run_1/floorplan.png
Bar = 20 um. Pins as bars on the die edge. Tap cells in grey.
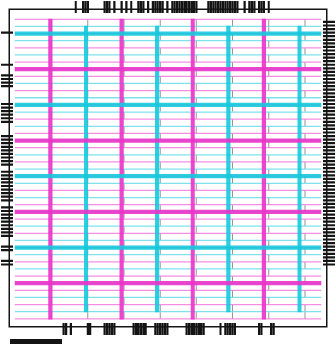
run_1/class_map.png
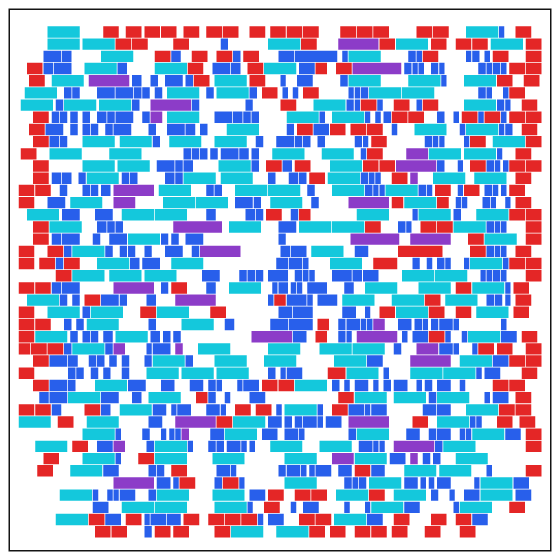
run_1/clock_wires.png
Bar = 20 um.
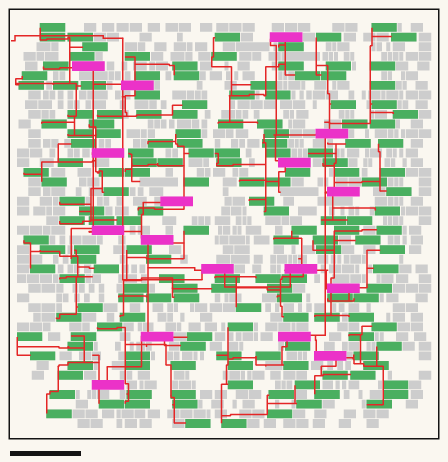
File: src/rtl/bridge_pkg.sv
// Shared types and defaults for the AHB-to-APB bridge control path.
// Holds the FSM state encoding, default bus widths and the empty-select constant.
// Imported by apb_controller; contains no logic.
package bridge_pkg;

  localparam int ADDR_W_DEF = 32;
  localparam int DATA_W_DEF = 32;
  localparam int SEL_W_DEF  = 3;

  // No peripheral selected; also marks an AHB decode miss on tempselx.
  localparam logic [SEL_W_DEF-1:0] SEL_NONE = '0;

  typedef enum logic [1:0] {
    ST_IDLE   = 2'd0,
    ST_WWAIT  = 2'd1,
    ST_SETUP  = 2'd2,
    ST_ACCESS = 2'd3
  } state_e;

endpackage

File: src/rtl/apb_controller.sv
// AHB-to-APB bridge control FSM: captures one AHB transfer and drives APB SETUP/ACCESS.
// Latency from accept edge: read 3 cycles to hready_out, write 4 (extra cycle for hwdata).
// Backpressure: hready_out low while a transfer is in flight; valid is ignored until idle.
module apb_controller
  import bridge_pkg::*;
#(
  parameter int ADDR_W = ADDR_W_DEF,
  parameter int DATA_W = DATA_W_DEF,
  parameter int SEL_W  = SEL_W_DEF
) (
  input  logic              hclk,
  input  logic              hreset,
  input  logic              valid,
  input  logic              hwrite,
  input  logic [ADDR_W-1:0] haddr,
  input  logic [DATA_W-1:0] hwdata,
  input  logic [SEL_W-1:0]  tempselx,
  input  logic [DATA_W-1:0] pr_data,
  output logic              p_write,
  output logic              p_enable,
  output logic [SEL_W-1:0]  p_selx,
  output logic [ADDR_W-1:0] paddr,
  output logic [DATA_W-1:0] pwdata,
  output logic              hready_out,
  output logic [DATA_W-1:0] hr_data
);

  localparam logic [SEL_W-1:0] NO_SEL = SEL_W'(SEL_NONE);

  state_e              state_q, state_d;
  logic [ADDR_W-1:0]   addr_q, addr_d;
  logic [SEL_W-1:0]    sel_q, sel_d;
  logic                write_q, write_d;
  logic [DATA_W-1:0]   wdata_q, wdata_d;

  logic                p_write_q, p_write_d;
  logic                p_enable_q, p_enable_d;
  logic [SEL_W-1:0]    p_selx_q, p_selx_d;
  logic [ADDR_W-1:0]   paddr_q, paddr_d;
  logic [DATA_W-1:0]   pwdata_q, pwdata_d;
  logic                hready_out_q, hready_out_d;
  logic [DATA_W-1:0]   hr_data_q, hr_data_d;

  logic                accept;

  // A decode miss (no select bit) never starts a transfer.
  assign accept = valid & hready_out_q & (tempselx != NO_SEL);

  // Next state and capture of the AHB address/data phases.
  always_comb begin
    state_d = state_q;
    addr_d  = addr_q;
    sel_d   = sel_q;
    write_d = write_q;
    wdata_d = wdata_q;
    case (state_q)
      ST_IDLE: begin
        if (accept) begin
          addr_d  = haddr;
          sel_d   = tempselx;
          write_d = hwrite;
          state_d = hwrite ? ST_WWAIT : ST_SETUP;
        end
      end
      ST_WWAIT: begin
        // AHB write data arrives one cycle after its address phase.
        wdata_d = hwdata;
        state_d = ST_SETUP;
      end
      ST_SETUP:  state_d = ST_ACCESS;
      ST_ACCESS: state_d = ST_IDLE;
      default:   state_d = ST_IDLE;
    endcase
  end

  // Registered APB/AHB outputs computed from the state being entered, so no input reaches an output combinationally.
  always_comb begin
    p_selx_d     = NO_SEL;
    p_enable_d   = 1'b0;
    paddr_d      = paddr_q;
    p_write_d    = p_write_q;
    pwdata_d     = pwdata_q;
    hready_out_d = (state_d == ST_IDLE);
    hr_data_d    = hr_data_q;
    if ((state_d == ST_SETUP) || (state_d == ST_ACCESS)) begin
      p_selx_d  = sel_d;
      paddr_d   = addr_d;
      p_write_d = write_d;
      if (write_d) begin
        pwdata_d = wdata_d;
      end
    end
    if (state_d == ST_ACCESS) begin
      p_enable_d = 1'b1;
    end
    // Peripheral read data is valid during ACCESS; it is held until the next read completes.
    if ((state_q == ST_ACCESS) && !write_q) begin
      hr_data_d = pr_data;
    end
  end

  // State, capture and output registers with synchronous reset.
  always_ff @(posedge hclk) begin
    if (hreset) begin
      state_q      <= ST_IDLE;
      addr_q       <= '0;
      sel_q        <= '0;
      write_q      <= 1'b0;
      wdata_q      <= '0;
      p_write_q    <= 1'b0;
      p_enable_q   <= 1'b0;
      p_selx_q     <= '0;
      paddr_q      <= '0;
      pwdata_q     <= '0;
      hready_out_q <= 1'b1;
      hr_data_q    <= '0;
    end else begin
      state_q      <= state_d;
      addr_q       <= addr_d;
      sel_q        <= sel_d;
      write_q      <= write_d;
      wdata_q      <= wdata_d;
      p_write_q    <= p_write_d;
      p_enable_q   <= p_enable_d;
      p_selx_q     <= p_selx_d;
      paddr_q      <= paddr_d;
      pwdata_q     <= pwdata_d;
      hready_out_q <= hready_out_d;
      hr_data_q    <= hr_data_d;
    end
  end

  assign p_write    = p_write_q;
  assign p_enable   = p_enable_q;
  assign p_selx     = p_selx_q;
  assign paddr      = paddr_q;
  assign pwdata     = pwdata_q;
  assign hready_out = hready_out_q;
  assign hr_data    = hr_data_q;

endmodule

File: config.mk
export PLATFORM = sky130hd
export DESIGN_NAME = apb_controller
export DESIGN_NICKNAME = d
export VERILOG_FILES = /design/src/rtl/bridge_pkg.sv /design/src/rtl/apb_controller.sv
export SDC_FILE = /design/constraint.sdc
export NUM_CORES = 1
export LEC_CHECK = 0
export CAP_MARGIN = 20
export CORE_MARGIN = 1.5
export CORE_UTILIZATION = 47
export DETAILED_ROUTE_END_ITERATION = 8
export PLACE_DENSITY_LB_ADDON = 0.08
export SYNTH_ARGS = -nofsm -noshare
export SYNTH_HDL_FRONTEND = slang
export SYNTH_SLANG_ARGS = --single-unit
File: constraint.sdc
create_clock -name hclk -period 4.65 [get_ports hclk]
set_input_delay 0.465 -clock hclk [delete_from_list [all_inputs] [get_ports hclk]]
set_output_delay 0.465 -clock hclk [all_outputs]
set_load 0.01 [all_outputs]
==> run notes, run 1 <==
Implementation numbers.

- slightly above 200 I/O pins were placed.
- The count of fill cells added during filler insertion is between 1000 and 1500.
- Per the synthesis report, the number of distinct cell types is 27.
- The total net switching power is ~1500 uW.
- The wire length reported by the detailed router reads 16900 um.
- Counting the clock-network buffers in the layout gives 21.
- The fraction of post-synthesis cell area in the top cell type by area reads ~53%.
- The tightest hold path in the finished design has a slack of roughly 450 ps.
- 427 cells are multi-input combinational gates.
- The hold path depth is 2.
- The top cell types in the final layout, fill and taps aside, are 203 x sky130_fd_sc_hd__clkdlybuf4s50_1, 172 x sky130_fd_sc_hd__dfxtp_1, 68 x sky130_fd_sc_hd__nand2_1.
- The analysis attributes to cell leakage a power of 0.00329 uW.
- The power report shows net switching accounting for 31.3% of the total.
- The power of the clock network is approximately 1500 uW.
- The die is about 120 um tall.
- The buffer-and-inverter tally for the worst setup path is 4.
- Hold analysis lists the worst path endpoint as hr_data[10].
- The die footprint reads about 15000 um^2.
- The worst register-to-register path has a setup slack of between 1500 and 2000 ps.
- The post-route total power reads approximately 4700 uW.
- The critical path data arrival time reads approximately 3200 ps.
- The remaining antenna violation count reads 0.
- The cell count after placement is around 1000.
- In the final layout, excluding clock inverters the inverter count is 35.
- The synthesis stats list as the most numerous cell sky130_fd_sc_hd__dfxtp_1.
- The run finished with clean final reports.
- The multi-input gate share of total cell area reads roughly 29%.
- The period utilization reads 63.2%.
- After routing, the total negative slack on setup checks comes to 0 ps.
- The share of power burned in combinational logic is about 31%.
- The layout has about 220 buffers outside the clock class.
- Setup repair after global routing left no endpoint under its margin.
- The wire length on met3 is between 1000 and 1500 um.
- In this run the top signal layer used is met4.
- The share of total power dissipated in sequential elements is about 38%.
- The script logs the ratio of routed vias to standard cells as approximately 5.2.
- The global-route congestion overflow total reads 0.
- The count of warning messages emitted by the tools is 33.
- The last weighted congestion value of the routability-driven placer is slightly below 0.8.
- For this run, the script counts the antenna cells in the layout as 0.
- The site row count reads around 42.
- The cell type of the slowest stage on the worst timing path reads sky130_fd_sc_hd__inv_1.
- In this run the worst path has a maximum fanout of 37.
- The number of nets at floorplan reads 804.
- The number of antenna violations at the first check in global routing is 0.
- The largest cell class by area is flip-flops and latches.
- The synthesized area reads 6490 um^2.
- The flop share of the area is between 30% and 40%.
- The number of storage elements in the synthesis netlist reads 172.
- The share of the core area taken by cells at floorplan is about half.
- The number of levels the H-tree was split into reads 4.
- The multiplexer area fraction after synthesis is a little under an eighth.
- The power report lists cell-internal power as 3230 uW.
- The per-cell routed wire length reads roughly 16 um.
- The synth_stat.txt file lists the number of cells as ~700.
- Clock tree buffers and inverters occupy 6.72% of the routed design's cell area.
- The count of inserted tapcells is around 180.
- The number of sinks driven by the clock tree reads 172.
- The commonest cells after synthesis are 172 x sky130_fd_sc_hd__dfxtp_1, 68 x sky130_fd_sc_hd__nand2_1, 66 x sky130_fd_sc_hd__a21oi_1, 65 x sky130_fd_sc_hd__o21ai_0, 38 x sky130_fd_sc_hd__nor2_1.
- The wire length of the first global-routing pass is ~27000 um.
- The depth of the worst register-to-register path is 8.
- The data required time at the worst endpoint is ~4900 ps.
- The first-pass detailed-route iteration total reads 5.
- The cell at the root of the clock tree reads sky130_fd_sc_hd__clkbuf_16.
- Entering global routing, the biggest net connects ~110 pins.
- The largest area contributor in the synthesized netlist is sky130_fd_sc_hd__dfxtp_1.
- The primary flip-flop cell chosen by synthesis mapping reads sky130_fd_sc_hd__dfxtp_1.
- The kind of cell adding the most delay to the critical path reads buffers and inverters.
- The number of warnings issued by yosys reads 0.
- Sequential cells were found to cover a little over half of the synthesized design area.
- The share of synthesized cell area in full adder, half adder and majority cells reads around 1.2%.
- The placement stage leaves a total instance area of around 8600 um^2.
- The routed length on met2 is 8360 um.
- The main combinational cell family by area after synthesis is AND-OR/OR-AND gates.
- The placed wire-length estimate is 11100 um.
- The number of nets at the end of the flow is a little under 1000.
- In this run, synthesis inferred 0 flip-flops with an integrated enable.
- The share of synthesized registers carrying an async set or reset reads 0%.
- The pre-CTS worst setup slack is about 1500 ps.
## Picture notes: floorplan.png
Magenta shows VSS. Cyan shows VDD.
43 met1 rails follow the rows. 205 signal pins sit on the boundary. The core has 42 rows.
Core Region: 13300 um^2
Worst IR Drop VDD: 0.376 mV

## Picture notes: class_map.png
Cyan shows registers, cells 172. Purple shows clock drivers and dummy loads, cells 32. Blue shows remaining logic cells, cells 462. Red shows remaining buffers and delay cells, cells 215.

## Picture notes: clock_wires.png
Magenta shows clock-net drivers, count 17. Red shows clock wires, length 1880 um. Green shows flip-flops, count 172.
There are 18 routed clock nets.
Max Clock Skew: 6.20 ps
clock network latency to the later pin of the worst-skew pair: 420 ps
portion of total power attributed to the clock network: 31.1%

[run 1: metal layers]
layer | GRT usage [%] | up-vias
met5 | 0 | -
met2 | 39.3 | 195
li1 | - | 2718
met1 | 28.1 | 2600
met3 | 5.38 | 22
met4 | 10.1 | 0
[run 1: registers in the layout, summed over array words and instances (netlist names), 2 cells and up]
signal / count
paddr: 32
sel_q: 3
p_selx: 3
hr_data: 32
pwdata: 32
state_q: 2
addr_q: 32
wdata_q: 32
[run 1: how the worst max path moves through the flow]
stage	startpoint	end	slack [ps]	cells after the start
floorplan	state_q[0]	paddr[0]	2780	8
global placement	tempselx[2]	pwdata[18]	1560	6
detailed placement	tempselx[2]	pwdata[6]	1510	6
CTS	state_q[0]	pwdata[6]	1760	8
global route	state_q[0]	pwdata[4]	1470	8
finish	state_q[0]	pwdata[6]	1710	8
==> run 2, diff against run 1 <==
- CORE_UTILIZATION: 47 -> 42
- clock period: 4.65 -> 2.6 ns (I/O delays scaled with it)
==> run notes, run 2 <==
Implementation numbers.

- The power of the clock network is 2490 uW (was 1460 uW).
- The primary flip-flop cell chosen by synthesis mapping is sky130_fd_sc_hd__dfxtp_1 (unchanged).
- The cell type of the slowest stage on the worst timing path was sky130_fd_sc_hd__dfxtp_1 (was sky130_fd_sc_hd__inv_1).
- The largest fanout on the critical path reads 42 (was 37).
- The multi-input gate share of total cell area is 28.6% (was 28.9%).
- The period utilization is 83.2% (was 63.2%).
- The number of ordinary and repair buffers in the finished layout came to 224 (was 215).
- The placed wire-length estimate is 11200 um (was 11100 um).
- The number of enable flip-flop cells is 0 (unchanged).
- The met2 layer usage reported by global route is 34.8% (was 39.3%).
- Unrepaired setup endpoints after global routing: false (unchanged).
- The placed cell area reads 8730 um^2 (was 8570 um^2).
- The combinational gate power reads 2730 uW (was 1450 uW).
- The die footprint came to 16200 um^2 (was 14500 um^2).
- The remaining antenna violation count is 0 (unchanged).
- The via count reads 5499 (was 5535).
- The wire length on met3 was 863 um (was 1080 um).
- The maximum number of pins on one net before global-route repair reads 70 (was 108).
- The number of gates given a new drive strength after cts is 0 (unchanged).
- The peak per-stage delay on the critical path is 420 ps (was 740 ps).
- The clock tree from TritonCTS is yes (unchanged).
- The count of boundary I/O pins came to 205 (unchanged).
- The number of sinks driven by the clock tree reads 172 (unchanged).
- The sum of negative setup slack reads 0 ps (unchanged).
- Run status: completed (unchanged).
- The first-pass detailed-route iteration total is 4 (was 5).
- The inverter tally of the final layout excluding the clock network is 35 (unchanged).
- The global-route track usage on met3 is 4.86% (was 5.38%).
- The switching share of total power reads 32.1% (was 31.3%).
- The data required time at the worst endpoint is 2910 ps (was 4910 ps).
- The power share of the sequential group was 37.9% (about the same).
- Most numerous logic cells after layout: 203 x sky130_fd_sc_hd__clkdlybuf4s50_1, 172 x sky130_fd_sc_hd__dfxtp_1, 68 x sky130_fd_sc_hd__nand2_1 (unchanged).
- The worst hold margin was 381 ps (was 455 ps).
- The clock latency on the worst-skew pair reads 430 ps (was 420 ps).
- The number of levels the H-tree was split into is 4 (unchanged).
- The count of warning messages emitted by the tools reads 31 (was 33).
- The relative contribution of the clock network to total power came to 29.6% (was 31.1%).
- Main area contributors after synthesis: sky130_fd_sc_hd__dfxtp_1 53%, sky130_fd_sc_hd__mux2i_1 5.6%, sky130_fd_sc_hd__a21oi_1 5.1% (unchanged).
- The buffer-and-inverter tally for the worst setup path is 2 (was 4).
- The highest metal layer with signal wires reads met4 (unchanged).
- The kind of cell adding the most delay to the critical path reads multiplexers (was buffers and inverters).
- Most used standard cells in the synthesized netlist: 172 x sky130_fd_sc_hd__dfxtp_1, 68 x sky130_fd_sc_hd__nand2_1, 66 x sky130_fd_sc_hd__a21oi_1, 65 x sky130_fd_sc_hd__o21ai_0, 38 x sky130_fd_sc_hd__nor2_1 (unchanged).
- The floorplan die height is 127 um (was 121 um).
- The yosys cell count came to 695 (unchanged).
- The total net switching power reads 2700 uW (was 1470 uW).
- The share of synthesized registers carrying an async set or reset is 0% (unchanged).
- The synthesized area reads 6490 um^2 (unchanged).
- The number of clock buffers in the layout reads 20 (was 21).
- The wire length of the first global-routing pass is 26900 um (was 26700 um).
- The number of storage elements in the synthesis netlist reads 172 (unchanged).
- The number of antenna violations at the first check in global routing reads 0 (unchanged).
- The worst supply voltage drop on vdd was 0.596 mV (was 0.376 mV).
- The number of warnings issued by yosys was 0 (unchanged).
- The global-route congestion overflow total is 0 (unchanged).
- The group with the largest share of power is registers (unchanged).
- The effective utilization at floorplan reads 42.8% (was 48.6%).
- The most used standard cell by instance count after synthesis reads sky130_fd_sc_hd__dfxtp_1 (unchanged).
- The count of inserted tapcells reads 188 (was 176).
- The internal power component was 5710 uW (was 3230 uW).
- The post-route total power is 8400 uW (was 4690 uW).
- The share of the yosys chip area belonging to registers reads 53.1% (unchanged).
- The count of distinct cell types in the synthesized netlist came to 27 (unchanged).
- The global routing usage summed across all routing layers is 20.7% (was 23.2%).
- The count of fill cells added during filler insertion came to 1281 (was 1069).
- The busiest layer in global routing is met2 (unchanged).
- The number of nets at the end of the flow is 986 (was 977).
- The cell at the root of the clock tree reads sky130_fd_sc_hd__clkbuf_16 (unchanged).
- The cell count after placement is 1046 (was 1023).
- The final critical delay including setup and external delays came to 2160 ps (was 2940 ps).
- The met1 usage in global routing is 25.7% (was 28.1%).
- The per-cell routed wire length is 15.5 um (was 15.9 um).
- The pre-CTS worst setup slack is 267 ps (was 1510 ps).
- The fraction of post-synthesis cell area in the top cell type by area is 53.1% (unchanged).
- The count of multi-input gates reads 427 (unchanged).
- The final antenna diode count is 0 (unchanged).
- The largest area contributor in the synthesized netlist is sky130_fd_sc_hd__dfxtp_1 (unchanged).
- The number of nets at floorplan was 804 (unchanged).
- The worst setup skew after layout is 7.05 ps (was 6.20 ps).
- The largest cell class by area is flip-flops and latches (unchanged).
- The wire length reported by the detailed router came to 16700 um (was 16900 um).
- The last weighted congestion value of the routability-driven placer reads 0.780 (was 0.779).
- The clock tree cell share of total cell area is 6.29% (was 6.72%).
- The routed length on met2 reads 7980 um (was 8360 um).
- The post-detailed-route via-to-cell ratio reads 5.10 (was 5.24).
- The share of power burned in combinational logic is 32.5% (was 31.0%).
- The kind of critical path is register to register (unchanged).
- The total of hold buffers inserted after clock tree synthesis reads 0 (unchanged).
- The critical path data arrival time reads 2470 ps (was 3200 ps).
- The leakage power total reads 0.00332 uW (was 0.00329 uW).
## run 2: netlist changes by cell type in the layout (fill, tap and decap cells not counted), sizes merged
cell / delta
buf: +9
inv: +2
bufinv: -1
clkbuf: -1
## run 2: logic make-up after synthesis
family	share of synthesized area, %
AND-OR/OR-AND	15.4
flip-flops	53.1
AND/OR/NAND/NOR	12.9
multiplexers	11.3
adder cells (fa/ha/maj)	1.16
buffers and inverters	6.21
## run 2: final timing paths
kind / start / endpoint / slack [ps] / depth (start not counted)
max: state_q[0] / paddr[11] / 440 / 7
min: pr_data[14] / hr_data[14] / 380 / 3
max reg2reg: state_q[0] / paddr[11] / 440 / 7
min reg2reg: hr_data[7] / hr_data[7] / 460 / 2
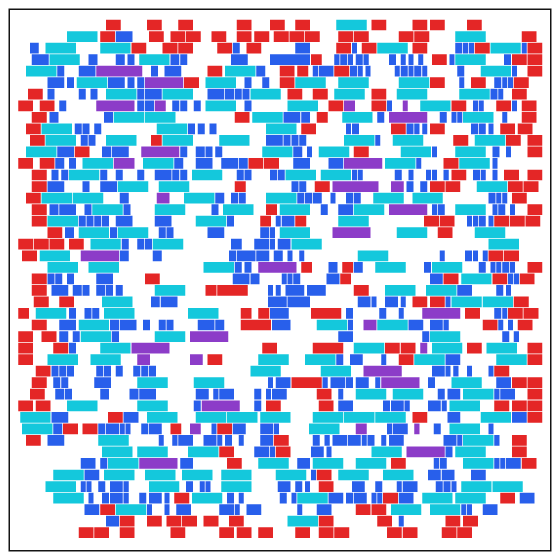
run_2/class_map.png
Blue shows remaining logic cells, cells 462. Purple shows clock drivers and dummy loads, cells 32. Cyan shows registers, cells 172. Red shows remaining buffers and delay cells, cells 224.
Core Region: 15100 um^2
sequential share of cell area: 37.0%
end-of-flow core utilization: 61.5%
final non-filler cell area: 9310 um^2
number of rows in the core area: 45

==> run 3, diff against run 2 <==
- clock period: 2.6 -> 1.86 ns (I/O delays scaled with it)
==> run notes, run 3 <==
Implementation numbers.

- Run status: complete, but fails checks (was completed).
- The checks that failed: negative setup slack.
- The wire length of the first global-routing pass is 27600 um (was 26900 um).
- The area of all placed cells without fillers is 9650 um^2 (was 9310 um^2).
- The clock latency on the worst-skew pair is 420 ps (was 430 ps).
- The first-pass detailed-route iteration total is 4 (unchanged).
- The post-route total power is 12900 uW (was 8400 uW).
- The internal power component is 8880 uW (was 5710 uW).
- The compound-cell area share of the yosys netlist is 15.4% (unchanged).
- The depth of the worst register-to-register path reads 8 (was 7).
- The global-route congestion overflow total is 0 (unchanged).
- The cell at the root of the clock tree reads sky130_fd_sc_hd__clkbuf_16 (unchanged).
- Most numerous logic cells after layout: 203 x sky130_fd_sc_hd__clkdlybuf4s50_1, 170 x sky130_fd_sc_hd__dfxtp_1, 68 x sky130_fd_sc_hd__nand2_1 (was 203 x sky130_fd_sc_hd__clkdlybuf4s50_1, 172 x sky130_fd_sc_hd__dfxtp_1, 68 x sky130_fd_sc_hd__nand2_1).
- The worst supply voltage drop on vdd was 0.828 mV (was 0.596 mV).
- The critical path data arrival time is 2180 ps (was 2470 ps).
- The final antenna diode count reads 0 (unchanged).
- The switching share of total power is 31.3% (was 32.1%).
- The clock tree from TritonCTS is yes (unchanged).
- The share of the yosys chip area belonging to registers reads 53.1% (unchanged).
- The reg-to-reg critical path endpoint is paddr[3] (was paddr[11]).
- The count of warning messages emitted by the tools came to 33 (was 31).
- The cell count after placement is 1059 (was 1046).
- The count of distinct cell types in the synthesized netlist reads 27 (unchanged).
- The number of gates given a new drive strength after cts reads 9 (was 0).
- The total net switching power reads 4050 uW (was 2700 uW).
- The share of synthesized registers carrying an async set or reset reads 0% (unchanged).
- The launch point of the critical path reads state_q[0] (unchanged).
- The worst hold margin reads 222 ps (was 381 ps).
- The placed cell area is 8860 um^2 (was 8730 um^2).
- The placeable core region reads 15100 um^2 (unchanged).
- The worst setup skew after layout is 6.72 ps (was 7.05 ps).
- The post-layout utilization of the core is 63.7% (was 61.5%).
- The site row count was 45 (unchanged).
- The depth of the critical timing path with buffers and inverters included was 8 (was 7).
- The worst reg2reg path startpoint is state_q[0] (unchanged).
- The die footprint was 16200 um^2 (unchanged).
- Most used standard cells in the synthesized netlist: 172 x sky130_fd_sc_hd__dfxtp_1, 68 x sky130_fd_sc_hd__nand2_1, 66 x sky130_fd_sc_hd__a21oi_1, 65 x sky130_fd_sc_hd__o21ai_0, 38 x sky130_fd_sc_hd__nor2_1 (unchanged).
- The relative contribution of the clock network to total power reads 28.0% (was 29.6%).
- The number of antenna violations at the first check in global routing is 1 (was 0).
- The setup slack of the most critical reg-to-reg path reads -20 ps (was 440 ps).
- The multiplexer area fraction after synthesis is 11.3% (unchanged).
- The synthesized area reads 6490 um^2 (unchanged).
- The power of the clock network is 3620 uW (was 2490 uW).
- The number of nets at floorplan came to 804 (unchanged).
- The kind of cell adding the most delay to the critical path was multiplexers (unchanged).
- The group with the largest share of power is combinational logic (was registers).
- The startpoint of the most critical hold path is hreset (was pr_data[14]).
- The largest fanout on the critical path reads 4 (was 42).
- The number of warnings issued by yosys reads 0 (unchanged).
- The pre-CTS worst setup slack is -286 ps (was 267 ps).
- The main combinational cell family by area after synthesis is AND-OR/OR-AND gates (unchanged).
- The buffer-and-inverter tally for the worst setup path is 3 (was 2).
- Main area contributors after synthesis: sky130_fd_sc_hd__dfxtp_1 53%, sky130_fd_sc_hd__mux2i_1 5.6%, sky130_fd_sc_hd__a21oi_1 5.1% (unchanged).
- The maximum number of pins on one net before global-route repair reads 58 (was 70).
- The final tally of setup violations reads 6 (was 0).
- The peak per-stage delay on the critical path is 350 ps (was 420 ps).
- The number of storage elements in the synthesis netlist reads 172 (unchanged).
- The fraction of post-synthesis cell area in the top cell type by area was 53.1% (unchanged).
- The final critical-path setup slack came to -20.8 ps (was 436 ps).
- The wire length reported by the detailed router is 17500 um (was 16700 um).
- The count of fill cells added during filler insertion is 1249 (was 1281).
- The number of sinks driven by the clock tree reads 172 (unchanged).
- The count of boundary I/O pins is 205 (unchanged).
- Unrepaired setup endpoints after global routing: true (was false).
- The number of enable flip-flop cells is 0 (unchanged).
- The endpoint of the most critical setup path reads paddr[3] (was paddr[11]).
- The combinational gate power reads 4860 uW (was 2730 uW).
- The sink of the worst hold path is p_enable (was hr_data[14]).
- The total of hold buffers inserted after clock tree synthesis is 0 (unchanged).
- The per-cell routed wire length reads 16.0 um (was 15.5 um).
- The floorplan die height is 127 um (unchanged).
- The hold path depth is 2 (was 3).
- The kind of critical path reads register to register (unchanged).
- The period utilization is 101% (was 83.2%).
- The sum of negative setup slack reads -77.6 ps (was 0 ps).
- The largest area contributor in the synthesized netlist reads sky130_fd_sc_hd__dfxtp_1 (unchanged).
- The xor/xnor share of the synthesized area is 0% (unchanged).
- The post-detailed-route via-to-cell ratio came to 5.03 (was 5.10).
- The placed wire-length estimate was 11400 um (was 11200 um).
==> run 3: cell counts after synthesis <==
Identical to the previous run, type by type.
==> run 3: kinds of logic (layout without fill, tap and decap cells) <==
family	Yosys count	after routing
adders and majority gates	6	6
DFF	172	172
and+or+nand+nor	183	183
muxes	69	69
AOI/OAI and AO/OA	169	169
buffers and inverters	96	309
==> run 3: routing by layer <==
layer,share of wire [%],global-route usage [%]
met5,0,0
met4,1.5,7.22
met3,4.6,4.61
met2,48,36.5
met1,46,26.5
==> run 3: final cells by class <==
class / instances / share of cell area [%]
Sequential cell: 172 / 35.7
Multi-Input combinational cell: 427 / 28.4
Timing Repair Buffer: 242 / 25.8
Clock buffer: 22 / 4.81
Tap cell: 188 / 2.44
Clock inverter: 10 / 1.45
Inverter: 35 / 1.39
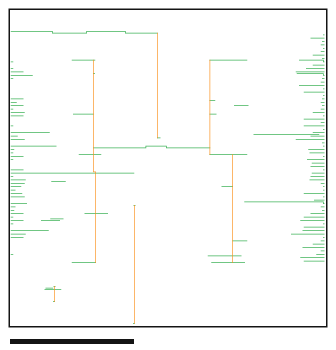
run_3/layers.png
Bar = 50 um. Only two layers are drawn.
Green shows M3, wire length 809 um. Orange shows M4, wire length 260 um.


==> layout pictures side by side <==
Clock routing.
shot_01.png
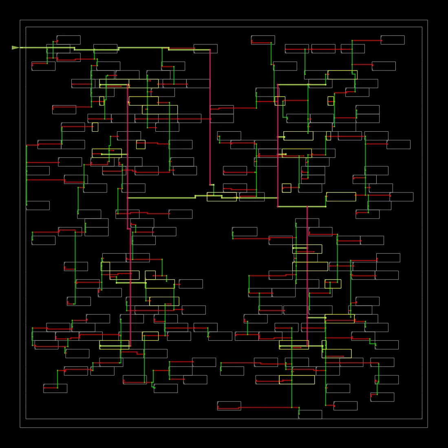
shot_02.png
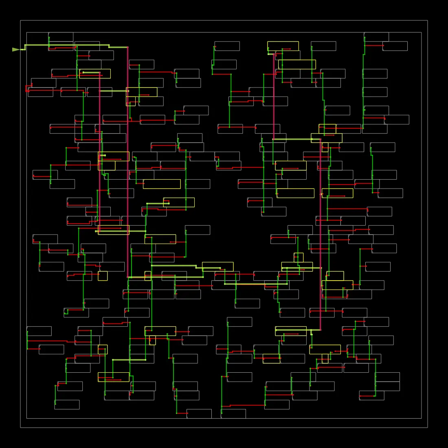
shot_02.png: run 1
shot_01.png: run 3

Power and IR drop assume default switching activity.
